==> src/rtl/config_pkg.sv <==
// config_pkg
//   Shared SoC configuration constants and the types used by the boot-ROM
//   arbiter (rom_ahb_arbiter / rom_arb_pick).
//   XLEN         : data-path width in bits.
//   PA_BITS      : physical address width in bits.
//   BOOTROM_BASE : byte address of the first boot-ROM word.
//   rom_arb_port_t, ROM_ARB_PORT0/1 : requester index.
//   HTRANS_IDLE / HTRANS_NONSEQ     : AHB-lite transfer encodings.
package config_pkg;

  localparam int XLEN    = 64;
  localparam int PA_BITS = 32;

  localparam logic [PA_BITS-1:0] BOOTROM_BASE = 32'h0000_1000;

  typedef logic rom_arb_port_t;

  localparam rom_arb_port_t ROM_ARB_PORT0 = 1'b0;
  localparam rom_arb_port_t ROM_ARB_PORT1 = 1'b1;

  localparam logic [1:0] HTRANS_IDLE   = 2'b00;
  localparam logic [1:0] HTRANS_NONSEQ = 2'b10;

endpackage

==> src/rtl/rom_arb_pick.sv <==
// rom_arb_pick
//   Combinational winner selection for the two-port boot-ROM arbiter.
//   Ports:
//     req_i       [1:0] : per-port request
//     lock_elig_i [1:0] : port holds a still-valid lock from the previous beat
//     last_gnt_i        : port that won the most recent grant
//     yield_i           : previous grant was locked but its lock budget ran out
//     ready_i           : ROM ready and block out of reset
//     gnt_o       [1:0] : one-hot grant (all zero when nothing is granted)
//   Build option: ROM_ARB_FIXED_PRIO_EN -- ties go to port 0 instead of
//   alternating; locks and the hold budget still apply.
module rom_arb_pick
  import config_pkg::*;
(
  input  logic [1:0]    req_i,
  input  logic [1:0]    lock_elig_i,
  input  rom_arb_port_t last_gnt_i,
  input  logic          yield_i,
  input  logic          ready_i,
  output logic [1:0]    gnt_o
);

  rom_arb_port_t tie_win;

  // When the previous holder exhausted its lock, the waiting peer takes the
  // tie regardless of the base policy, so fixed priority cannot starve port 1.
  always_comb begin
    if (yield_i) begin
      tie_win = ~last_gnt_i;
    end else begin
`ifdef ROM_ARB_FIXED_PRIO_EN
      tie_win = ROM_ARB_PORT0;
`else
      tie_win = ~last_gnt_i;
`endif
    end
  end

  always_comb begin
    gnt_o = 2'b00;
    if (ready_i) begin
      if (req_i[0] && lock_elig_i[0]) begin
        gnt_o = 2'b01;
      end else if (req_i[1] && lock_elig_i[1]) begin
        gnt_o = 2'b10;
      end else if (req_i == 2'b01) begin
        gnt_o = 2'b01;
      end else if (req_i == 2'b10) begin
        gnt_o = 2'b10;
      end else if (req_i == 2'b11) begin
        gnt_o = (tie_win == ROM_ARB_PORT0) ? 2'b01 : 2'b10;
      end
    end
  end

endmodule

==> src/rtl/rom_ahb_arbiter.sv <==
// rom_ahb_arbiter
//   Shares the single-ported boot ROM (AHB-lite slave, registered read data)
//   between two request/grant ports. One address phase per cycle, read data
//   steered back to the issuing port one cycle later.
//   Parameter MAX_HOLD : max consecutive locked grants to one port (>= 1).
//   Ports:
//     HCLK, HRESETn              : clock, async active-low reset
//     Req0/1, Lock0/1, Addr0/1   : requester side inputs
//     Gnt0/1                     : combinational grant
//     RValid0/1, RErr0/1, RData  : read return
//     HSELRom, HADDRRom, HTRANSRom, HREADYToRom : ROM address phase
//     HREADRom, HREADYRom, HRESPRom             : ROM data phase
//   Build option: ROM_ARB_FIXED_PRIO_EN -- fixed priority to port 0 on ties.
module rom_ahb_arbiter
  import config_pkg::*;
#(
  parameter int MAX_HOLD = 4
) (
  input  logic               HCLK,
  input  logic               HRESETn,
  input  logic               Req0,
  input  logic               Req1,
  input  logic               Lock0,
  input  logic               Lock1,
  input  logic [PA_BITS-1:0] Addr0,
  input  logic [PA_BITS-1:0] Addr1,
  output logic               Gnt0,
  output logic               Gnt1,
  output logic               RValid0,
  output logic               RValid1,
  output logic               RErr0,
  output logic               RErr1,
  output logic [XLEN-1:0]    RData,
  output logic               HSELRom,
  output logic [PA_BITS-1:0] HADDRRom,
  output logic [1:0]         HTRANSRom,
  output logic               HREADYToRom,
  input  logic [XLEN-1:0]    HREADRom,
  input  logic               HREADYRom,
  input  logic               HRESPRom
);

  localparam int HW = $clog2(MAX_HOLD + 1);

  rom_arb_port_t last_gnt_q, last_gnt_d;
  rom_arb_port_t dport_q, dport_d;
  logic          dvalid_q, dvalid_d;
  logic          locked_q, locked_d;   // previous cycle's grant carried Lock=1
  logic [HW-1:0] hold_cnt_q, hold_cnt_d;

  logic [1:0]    gnt;
  logic [1:0]    lock_elig;
  logic          hold_ok;
  logic          grant_any;
  rom_arb_port_t winner;
  logic          win_lock;

  assign hold_ok      = int'(hold_cnt_q) < (MAX_HOLD - 1);
  assign lock_elig[0] = locked_q && (last_gnt_q == ROM_ARB_PORT0) && hold_ok;
  assign lock_elig[1] = locked_q && (last_gnt_q == ROM_ARB_PORT1) && hold_ok;

  rom_arb_pick u_pick (
    .req_i       ({Req1, Req0}),
    .lock_elig_i (lock_elig),
    .last_gnt_i  (last_gnt_q),
    .yield_i     (locked_q && !hold_ok),
    .ready_i     (HREADYRom && HRESETn),
    .gnt_o       (gnt)
  );

  assign grant_any = |gnt;
  assign winner    = gnt[1] ? ROM_ARB_PORT1 : ROM_ARB_PORT0;
  assign win_lock  = gnt[1] ? Lock1 : Lock0;

  always_comb begin
    last_gnt_d = last_gnt_q;
    dport_d    = dport_q;
    dvalid_d   = dvalid_q;
    locked_d   = 1'b0;
    hold_cnt_d = '0;
    if (grant_any) begin
      last_gnt_d = winner;
      dport_d    = winner;
      dvalid_d   = 1'b1;
      locked_d   = win_lock;
      // Only a win taken through the lock path extends the run.
      if (win_lock && lock_elig[winner]) begin
        hold_cnt_d = hold_cnt_q + 1'b1;
      end
    end else if (HREADYRom) begin
      dvalid_d = 1'b0;
    end
  end

  always_ff @(posedge HCLK or negedge HRESETn) begin
    if (!HRESETn) begin
      last_gnt_q <= ROM_ARB_PORT1;
      dport_q    <= ROM_ARB_PORT0;
      dvalid_q   <= 1'b0;
      locked_q   <= 1'b0;
      hold_cnt_q <= '0;
    end else begin
      last_gnt_q <= last_gnt_d;
      dport_q    <= dport_d;
      dvalid_q   <= dvalid_d;
      locked_q   <= locked_d;
      hold_cnt_q <= hold_cnt_d;
    end
  end

  assign Gnt0 = gnt[0];
  assign Gnt1 = gnt[1];

  assign HSELRom     = grant_any;
  assign HTRANSRom   = grant_any ? HTRANS_NONSEQ : HTRANS_IDLE;
  assign HADDRRom    = gnt[0] ? Addr0 : (gnt[1] ? Addr1 : '0);
  assign HREADYToRom = HREADYRom;

  assign RValid0 = dvalid_q && (dport_q == ROM_ARB_PORT0) && HREADYRom;
  assign RValid1 = dvalid_q && (dport_q == ROM_ARB_PORT1) && HREADYRom;
  assign RErr0   = RValid0 && HRESPRom;
  assign RErr1   = RValid1 && HRESPRom;
  assign RData   = HREADRom;

endmodule

==> config.mk <==
export PLATFORM = sky130hd
export DESIGN_NAME = rom_ahb_arbiter
export DESIGN_NICKNAME = d
export VERILOG_FILES = /design/src/rtl/config_pkg.sv /design/src/rtl/rom_arb_pick.sv /design/src/rtl/rom_ahb_arbiter.sv
export SDC_FILE = /design/constraint.sdc
export NUM_CORES = 1
export LEC_CHECK = 0
export ABC_AREA = 1
export CAP_MARGIN = 0
export CORE_AREA = 2 2 95 97
export DETAILED_ROUTE_END_ITERATION = 6
export DIE_AREA = 0 0 97 99
export GPL_TIMING_DRIVEN = 0
export PLACE_DENSITY = 0.7
export SYNTH_ARGS = -nofsm -noshare
export SYNTH_HDL_FRONTEND = slang
export SYNTH_SLANG_ARGS = --single-unit
==> constraint.sdc <==
create_clock -name HCLK -period 2.05 [get_ports HCLK]
set_input_delay 0.5125 -clock HCLK [delete_from_list [all_inputs] [get_ports HCLK]]
set_output_delay 0.5125 -clock HCLK [all_outputs]
set_load 0.02 [all_outputs]
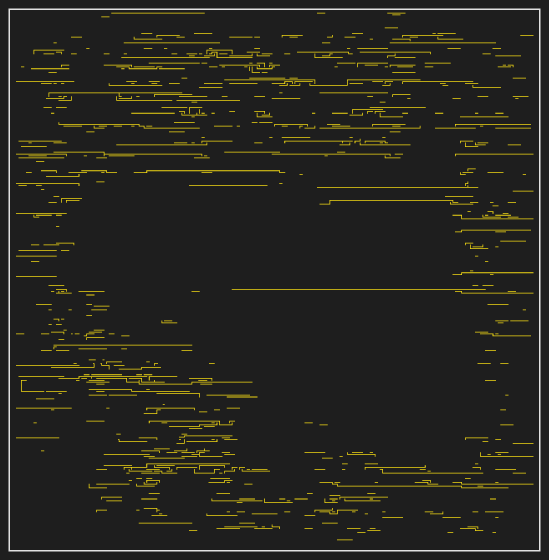
*Metal 1*
main direction: horizontal
longest straight run: 46.5 µm
share of all routed wire: 34%
wire length on this layer: 2260 µm
nets with wire on the layer: 449
met1 usage: 0.131
Routed Wire Length: 6.63 mm
DR vias: 2041

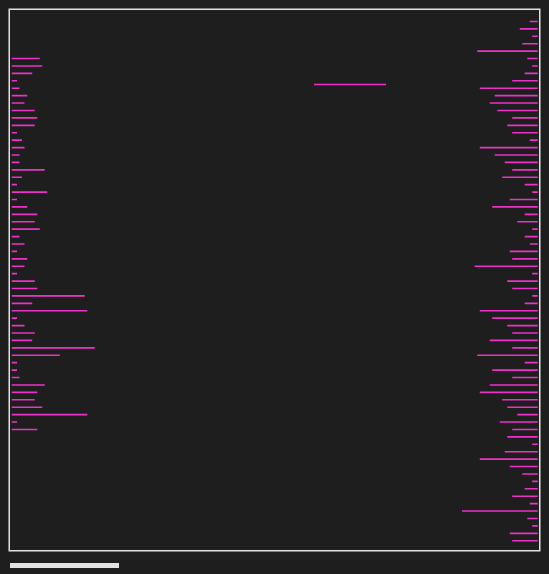
*Met3 routing*
The bar under the picture is 20 µm long.
wire length on this layer: 547 µm
share of all routed wire: 8.2%

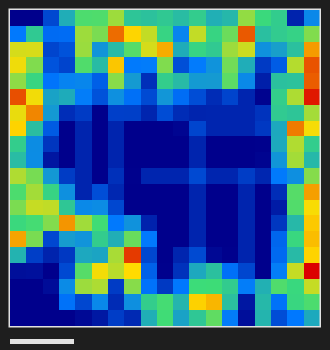
*Wire density map*
The bar under the picture is 20 µm long. 19 x 20 tiles, from dark blue (low) to red (high), scaled to the fullest tile. Values are wire area over tile area, all layers added.
nearly empty tiles: 19%
emptiest ninth of the die: middle
mean over tiles: 0.11
fullest tile: 0.37
densest ninth of the die: top right
tiles over half the peak: 23%
GR Util All Layers: 0.127
DR WL/cell: 12.5 µm

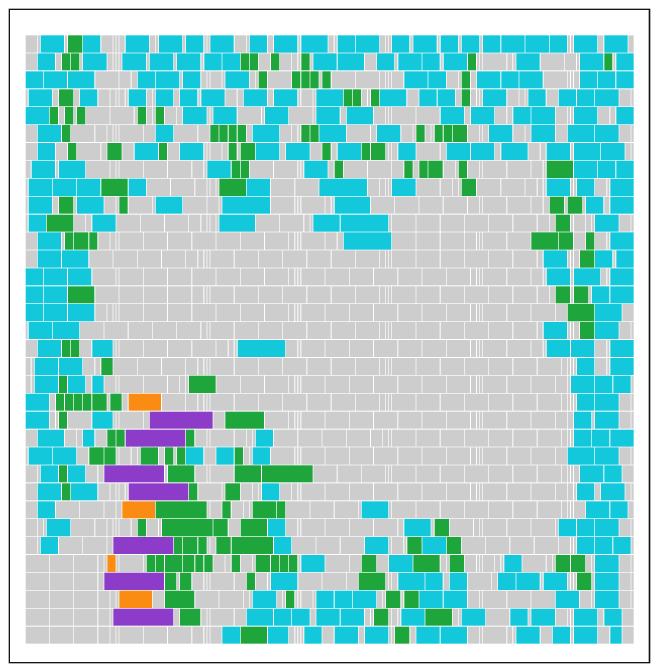
*Placement by cell class*
Fill, decap, tap and diode cells in gray.
[cyan] other buffers and delay cells | cells: 263
[green] all other logic | cells: 148
[orange] clock drivers and dummy loads | cells: 4
[purple] flops | cells: 7
row count: 34
post-route cell area: 3720 µm²

==> flow_summary.ini <==
; physical design summary
[finish]
flop_area_um2 = 176
sh_seq_area = 0.0474
syn2layout_area_growth_pct = 158
final_nets = 560
logic_gate_count = 135
drive_above_1_share = 0.448
clock_buffers = 4

[sta]
finalSetupViolations = 34
rsz0062_at_grt = true
fmax_ghz = 0.447
period_needed_ns = 2.24
finalWorstSetupSlack_ns = -0.188

[power_and_ir_drop]
p_switching_mw = 0.453
pg_comb_mw = 0.863
ir_worst_vdd_v = 0.000254
p_sw_frac = 0.368
clockPowerShare = 0.153
total_power_mw = 1.23

[clock_network]
cts.sinks = 7

[synthesis]
syn_avg_cell_area_um2 = 6.31
yosys_area_um2 = 1440

[critical_path]
crit_top_cell = nand2_2
cp_num_cells = 10

[routing]
dr_wl_met2_mm = 3.83

[outcome]
status = complete, but fails checks
violations = negative setup slack
## synthesized netlist by cell type (2+ instances only)
library cell   n
nand2_1       98
buf_4         69
nand2_2       11
inv_1         10
dfrtp_1        6
buf_6          3
nor2_1         3
nand3_1        2
nand4_1        2
nor2_2         2
nor3_1         2
nor4_1         2
## through the flow
stage / setup WS [ns] / cell area, µm² / hold slack, ns
floorplan: 0.0779 / 1440 / 0.217
global placement: -1.29 / 3340 / 0.482
detailed placement: -1.29 / 3340 / 0.490
CTS: -0.194 / 3670 / 0.127
global route: -0.279 / 3720 / 0.131
finish: -0.188 / 3720 / 0.125
## state kept, by name (all words and copies together) (netlist names)
signal / count
hold_cnt_q: 3
dport_q: 1
dvalid_q: 1
last_gnt_q: 1
locked_q: 1
